run_1/logic_types.png
Drawn at 4 px/um.
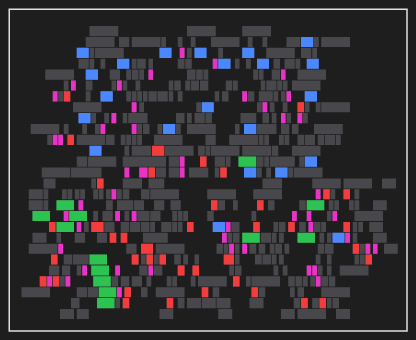
run_1/flops_by_reg.png
Drawn at 4 px/um.
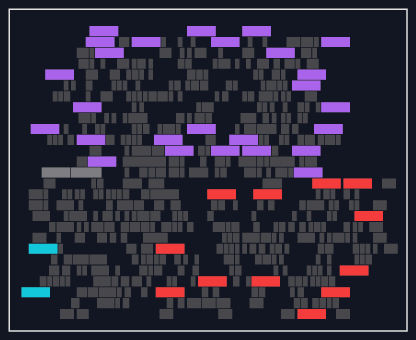
run_1/detail.png
Window x 30 to 70, y 36 to 76 um. Cells in grey, sequential cells in the stronger grey; small squares are vias.
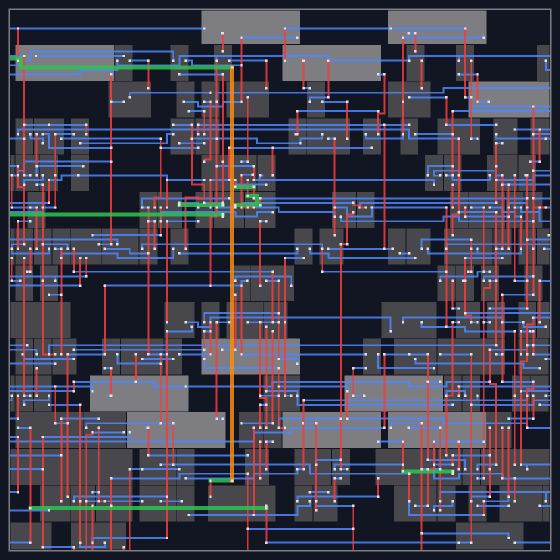
--- src/rtl/wm_phase_timer_if.sv ---
`default_nettype none
// ============================================================================
//  Module      : wm_phase_timer_if
//  Description : Request/response bundle between the washing-machine
//                controller (master) and the phase-duration timer (slave).
//                Controller -> timer : timer_enable, phase_sel, power_on
//                Timer -> controller : timer_done, remaining, busy
//  Parameters  : CNT_W - width of the remaining-seconds field
//  Revision    : 1.0 - initial release
// ============================================================================
interface wm_phase_timer_if #(
    parameter int CNT_W = 12
);
    logic             timer_enable;
    logic [1:0]       phase_sel;
    logic             power_on;
    logic             timer_done;
    logic [CNT_W-1:0] remaining;
    logic             busy;

    modport master (
        output timer_enable,
        output phase_sel,
        output power_on,
        input  timer_done,
        input  remaining,
        input  busy
    );

    modport slave (
        input  timer_enable,
        input  phase_sel,
        input  power_on,
        output timer_done,
        output remaining,
        output busy
    );
endinterface
`default_nettype wire

--- src/rtl/wm_phase_timer.sv ---
`default_nettype none
// ============================================================================
//  Module      : wm_phase_timer
//  Description : Phase-duration timer for the washing-machine controller.
//                A prescaler makes one-second ticks, a down-counter tracks
//                the seconds left in the selected phase, and an IDLE/RUN/DONE
//                state machine reports completion. Everything freezes while
//                power_on is low so brown-outs neither lose nor skip time.
//  Ports       : clk    - system clock, posedge
//                rst_n  - synchronous active-low reset
//                tmr_if - slave side of wm_phase_timer_if
//                         (timer_enable, phase_sel, power_on in;
//                          timer_done, remaining, busy out)
//  Options     : WM_TIMER_FASTSIM_EN - when defined the prescaler is removed
//                and every powered clock edge in RUN is a one-second tick.
//  Revision    : 1.0 - initial release
// ============================================================================
module wm_phase_timer #(
    parameter int CLK_DIV = 50000000,
    parameter int CNT_W   = 12,
    parameter int SOAK_T  = 600,
    parameter int WASH_T  = 900,
    parameter int RINSE_T = 300,
    parameter int SPIN_T  = 240
) (
    input  wire               clk,
    input  wire               rst_n,
    wm_phase_timer_if.slave   tmr_if
);

    typedef enum logic [1:0] {
        S_IDLE = 2'd0,
        S_RUN  = 2'd1,
        S_DONE = 2'd2
    } state_t;

    state_t           r_state;
    logic [CNT_W-1:0] r_remaining;
    logic [1:0]       r_phase_q;

    logic             w_tick;
    logic             w_run_step;
    logic             w_phase_match;
    logic [CNT_W-1:0] w_dur;

    // Programmed duration of the requested phase, truncated to CNT_W bits.
    function automatic logic [CNT_W-1:0] f_dur(input logic [1:0] sel);
        logic [CNT_W-1:0] v;
        case (sel)
            2'b00:   v = CNT_W'(SOAK_T);
            2'b01:   v = CNT_W'(WASH_T);
            2'b10:   v = CNT_W'(RINSE_T);
            default: v = CNT_W'(SPIN_T);
        endcase
        return v;
    endfunction

    assign w_dur         = f_dur(tmr_if.phase_sel);
    assign w_phase_match = (tmr_if.phase_sel == r_phase_q);

    // A counting edge: powered, in RUN, and the controller still asks for the
    // same phase. Any other powered edge parks the prescaler at zero.
    assign w_run_step = tmr_if.power_on && (r_state == S_RUN) &&
                        tmr_if.timer_enable && w_phase_match;

`ifdef WM_TIMER_FASTSIM_EN
    assign w_tick = 1'b1;
`else
    localparam int                 PRESC_W     = (CLK_DIV > 1) ? $clog2(CLK_DIV) : 1;
    localparam logic [PRESC_W-1:0] C_PRESC_MAX = PRESC_W'(CLK_DIV - 1);

    logic [PRESC_W-1:0] r_presc;

    assign w_tick = (r_presc == C_PRESC_MAX);

    always_ff @(posedge clk) begin
        if (!rst_n) begin
            r_presc <= '0;
        end else if (tmr_if.power_on) begin
            if (w_run_step && !w_tick) begin
                r_presc <= r_presc + 1'b1;
            end else begin
                r_presc <= '0;
            end
        end
    end
`endif

    always_ff @(posedge clk) begin
        if (!rst_n) begin
            r_state     <= S_IDLE;
            r_remaining <= '0;
            r_phase_q   <= 2'b00;
        end else if (tmr_if.power_on) begin
            case (r_state)
                S_IDLE: begin
                    if (tmr_if.timer_enable) begin
                        r_remaining <= w_dur;
                        r_phase_q   <= tmr_if.phase_sel;
                        r_state     <= (w_dur != '0) ? S_RUN : S_DONE;
                    end
                end
                S_RUN, S_DONE: begin
                    if (!tmr_if.timer_enable) begin
                        r_state     <= S_IDLE;
                        r_remaining <= '0;
                    end else if (!w_phase_match) begin
                        // Controller moved on: restart for the new phase.
                        r_remaining <= w_dur;
                        r_phase_q   <= tmr_if.phase_sel;
                        r_state     <= (w_dur != '0) ? S_RUN : S_DONE;
                    end else if (r_state == S_RUN) begin
                        // Decrement only from nonzero so the count never wraps.
                        if (w_tick && (r_remaining != '0)) begin
                            r_remaining <= r_remaining - CNT_W'(1);
                            if (r_remaining == CNT_W'(1)) begin
                                r_state <= S_DONE;
                            end
                        end
                    end
                end
                default: begin
                    r_state     <= S_IDLE;
                    r_remaining <= '0;
                end
            endcase
        end
    end

    // Done is gated by the live request so it drops the instant the
    // controller advances, never leaking into the next phase.
    assign tmr_if.timer_done = (r_state == S_DONE) && tmr_if.timer_enable && w_phase_match;
    assign tmr_if.busy       = (r_state == S_RUN);
    assign tmr_if.remaining  = r_remaining;

endmodule
`default_nettype wire

--- src/flat_wrapper.sv ---
// flat-port wrapper written by rule: the top's interface ports become plain ports
module wm_phase_timer_flat 
#(
    parameter int CLK_DIV = 50000000,
    parameter int CNT_W   = 12,
    parameter int SOAK_T  = 600,
    parameter int WASH_T  = 900,
    parameter int RINSE_T = 300,
    parameter int SPIN_T  = 240
)
  (clk, rst_n, tmr_if_timer_enable, tmr_if_phase_sel, tmr_if_power_on, tmr_if_timer_done, tmr_if_remaining, tmr_if_busy);
  wm_phase_timer_if #(.CNT_W(CNT_W)) tmr_if_i ();
  input  wire clk;
  input  wire rst_n;
  input wire logic [$bits(tmr_if_i.timer_enable)-1:0] tmr_if_timer_enable;
  input wire logic [$bits(tmr_if_i.phase_sel)-1:0] tmr_if_phase_sel;
  input wire logic [$bits(tmr_if_i.power_on)-1:0] tmr_if_power_on;
  output wire logic [$bits(tmr_if_i.timer_done)-1:0] tmr_if_timer_done;
  output wire logic [$bits(tmr_if_i.remaining)-1:0] tmr_if_remaining;
  output wire logic [$bits(tmr_if_i.busy)-1:0] tmr_if_busy;
  assign tmr_if_i.timer_enable = tmr_if_timer_enable;
  assign tmr_if_i.phase_sel = tmr_if_phase_sel;
  assign tmr_if_i.power_on = tmr_if_power_on;
  assign tmr_if_timer_done = tmr_if_i.timer_done;
  assign tmr_if_remaining = tmr_if_i.remaining;
  assign tmr_if_busy = tmr_if_i.busy;
  wm_phase_timer #(.CLK_DIV(CLK_DIV), .CNT_W(CNT_W), .SOAK_T(SOAK_T), .WASH_T(WASH_T), .RINSE_T(RINSE_T), .SPIN_T(SPIN_T)) u_core (.clk(clk), .rst_n(rst_n), .tmr_if(tmr_if_i));
endmodule
--- config.mk ---
export PLATFORM = sky130hd
export DESIGN_NAME = wm_phase_timer_flat
export DESIGN_NICKNAME = d
export VERILOG_FILES = /design/src/rtl/wm_phase_timer_if.sv /design/src/rtl/wm_phase_timer.sv /design/src/flat_wrapper.sv
export SDC_FILE = /design/constraint.sdc
export NUM_CORES = 1
export LEC_CHECK = 0
export ABC_AREA = 1
export CORE_ASPECT_RATIO = 0.8
export CORE_MARGIN = 2
export CORE_UTILIZATION = 38
export CTS_CLUSTER_DIAMETER = 60
export DETAILED_ROUTE_END_ITERATION = 16
export PLACE_DENSITY = 0.53
export SYNTH_ARGS = -nofsm -noshare
export SYNTH_HDL_FRONTEND = slang
export SYNTH_SLANG_ARGS = --single-unit
--- constraint.sdc ---
create_clock -name clk -period 2 [get_ports clk]
set_clock_uncertainty 0.1 [all_clocks]
set_input_delay 0.3 -clock clk [delete_from_list [all_inputs] [get_ports clk]]
set_output_delay 0.3 -clock clk [all_outputs]
set_load 0.01 [all_outputs]
==> run_summary.xml, run 1 <==
<?xml version="1.0" encoding="UTF-8"?>
<metrics>
  <group name="status">
    <metric name="outcome" unit="">finished, final reports clean</metric>
  </group>
  <group name="power">
    <metric name="power.combinational.fraction" unit="%">26.0</metric>
    <metric name="switchingPower" unit="uW">662</metric>
    <metric name="pwr-share-seq" unit="%">41.6</metric>
    <metric name="internal_power" unit="uW">1500</metric>
  </group>
  <group name="finish">
    <metric name="n_clock_buffer" unit="">6</metric>
    <metric name="antenna_cells_inserted" unit="">0</metric>
    <metric name="layout.sequential_cells" unit="">42</metric>
    <metric name="layout.cells.most_common" unit="">sky130_fd_sc_hd__nand2_1</metric>
    <metric name="comb_area" unit="mm2">0.00168</metric>
    <metric name="final-clk-cell-share" unit="%">3.36</metric>
    <metric name="largest_register_ff_count" unit="">26</metric>
    <metric name="comb_share" unit="%">50.2</metric>
  </group>
  <group name="min_path">
    <metric name="worst_hold_path.num_cells" unit="">2</metric>
  </group>
  <group name="synth">
    <metric name="post_synth_inst_count" unit="">415</metric>
    <metric name="synth_warnings" unit="">0</metric>
    <metric name="dominant_kind_of_combinational_cell" unit="">simple AND/OR/NAND/NOR gates</metric>
    <metric name="synth_flops" unit="">42</metric>
    <metric name="synthXorXnorAreaFrac" unit="%">7.01</metric>
    <metric name="yosys-top-cells-count" unit="">87 x sky130_fd_sc_hd__nand2_1, 71 x sky130_fd_sc_hd__nor2_1, 46 x sky130_fd_sc_hd__inv_1</metric>
    <metric name="ys_types" unit="">32</metric>
  </group>
  <group name="place">
    <metric name="detailed_place_hpwl" unit="um">5230</metric>
    <metric name="post-place-cells" unit="">542</metric>
  </group>
  <group name="job">
    <metric name="maxCapViolCount" unit="">0</metric>
  </group>
  <group name="setup_path">
    <metric name="origin_of_the_worst_setup_path" unit="">tmr_if_phase_sel[1]</metric>
    <metric name="critical_path.endpoint_type" unit="">output port</metric>
    <metric name="worstPathBufferInverterCount" unit="">3</metric>
  </group>
  <group name="detailed_routing">
    <metric name="detail-route-antenna-nets" unit="">0</metric>
    <metric name="route.met2.wl" unit="um">2630</metric>
    <metric name="postRouteWirelength" unit="um">6870</metric>
    <metric name="dr.max_layer_used" unit="">met4</metric>
  </group>
  <group name="floorplanning">
    <metric name="well_tap_count" unit="">87</metric>
    <metric name="initial_utilization" unit="%">39.5</metric>
  </group>
  <group name="final_timing">
    <metric name="final_min_period_over_clock_period" unit="%">92.2</metric>
    <metric name="max-slew-margin-rel" unit="%">75.1</metric>
    <metric name="tns" unit="ns">0</metric>
    <metric name="finalSetupViolations" unit="">0</metric>
    <metric name="timing_hold_violations_final" unit="">0</metric>
  </group>
  <group name="grt">
    <metric name="grt_pass1_wl" unit="um">11600</metric>
    <metric name="grt_busiest_layer" unit="">met1</metric>
  </group>
  <group name="clock_tree">
    <metric name="clkTransAtPathRegs" unit="ns">0.08</metric>
    <metric name="hold_buffers" unit="">0</metric>
    <metric name="post-cts-setup-buffers" unit="">0</metric>
  </group>
</metrics>
About logic_types.png:
| family | colour | cells |
|---|---|---|
| inverting AOI/OAI gates | red | 40 |
| inverters | magenta | 50 |
| XOR/XNOR gates | blue | 22 |
| adder and majority cells | green | 13 |

About flops_by_reg.png:
| netlist name | colour | sequential cells |
|---|---|---|
| u_core.r_presc | purple | 26 |
| u_core.r_phase_q | cyan | 2 |
| u_core.tmr_if.remaining | red | 12 |
not coloured: 2

About detail.png:
| layer | colour |
|---|---|
| metal 1 | blue |
| metal 3 | green |
| metal 4 | orange |
| metal 2 | red |
sequential cells in the window: 11
cells with their middle in the window: 136
most frequent: nand2_1 (27), nor2_1 (27)
netlist names of flops here include: u_core.r_presc (11)

==> run 2, diff against run 1 <==
clock period = 1.7 ns   (was 2 ns; I/O delays follow)
run_2/congestion.png
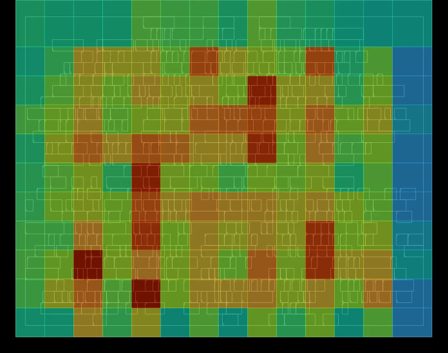
utilization after layout: 58.5%
routed wirelength normalized by instance count: 13.2 um

run_2/logic_types.png
Drawn at 4 px/um.
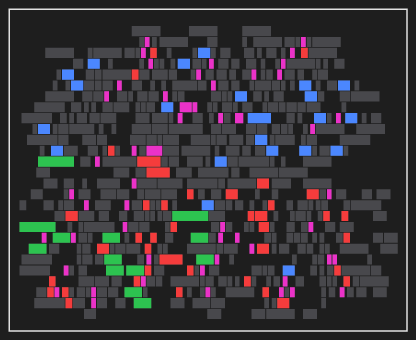
| family | colour | cells |
|---|---|---|
| adder and majority cells | green | 13 |
| inverters | magenta | 52 |
| inverting AOI/OAI gates | red | 40 |
| XOR/XNOR gates | blue | 22 |

==> run_summary.xml, run 2 <==
<?xml version="1.0" encoding="UTF-8"?>
<metrics>
  <group name="finish">
    <metric name="layout.sequential_cells" unit="">42</metric>
    <metric name="comb_area" unit="mm2">0.00192</metric>
    <metric name="final-clk-cell-share" unit="%">1.94</metric>
    <metric name="n_clock_buffer" unit="">5</metric>
    <metric name="antenna_cells_inserted" unit="">0</metric>
  </group>
  <group name="power">
    <metric name="internal_power" unit="uW">1680</metric>
    <metric name="pwr-share-seq" unit="%">41.3</metric>
    <metric name="switchingPower" unit="uW">863</metric>
  </group>
  <group name="synth">
    <metric name="ys_types" unit="">32</metric>
    <metric name="synth_warnings" unit="">0</metric>
    <metric name="synthXorXnorAreaFrac" unit="%">7.01</metric>
    <metric name="synth_flops" unit="">42</metric>
  </group>
  <group name="setup_path">
    <metric name="origin_of_the_worst_setup_path" unit="">u_core.tmr_if.remaining[5]</metric>
    <metric name="worstPathBufferInverterCount" unit="">2</metric>
  </group>
  <group name="floorplanning">
    <metric name="initial_utilization" unit="%">39.5</metric>
  </group>
  <group name="clock_tree">
    <metric name="post-cts-setup-buffers" unit="">1</metric>
    <metric name="hold_buffers" unit="">0</metric>
  </group>
  <group name="min_path">
    <metric name="worst_hold_path.num_cells" unit="">2</metric>
  </group>
  <group name="detailed_routing">
    <metric name="route.met2.wl" unit="um">3160</metric>
    <metric name="dr.max_layer_used" unit="">met4</metric>
    <metric name="detail-route-antenna-nets" unit="">0</metric>
  </group>
  <group name="final_timing">
    <metric name="final_min_period_over_clock_period" unit="%">99.0</metric>
    <metric name="finalSetupViolations" unit="">0</metric>
    <metric name="max-slew-margin-rel" unit="%">75.1</metric>
  </group>
  <group name="status">
    <metric name="outcome" unit="">finished, final reports clean</metric>
  </group>
  <group name="grt">
    <metric name="grt_busiest_layer" unit="">met1</metric>
  </group>
</metrics>
Power is estimated from default activity; no workload was simulated.
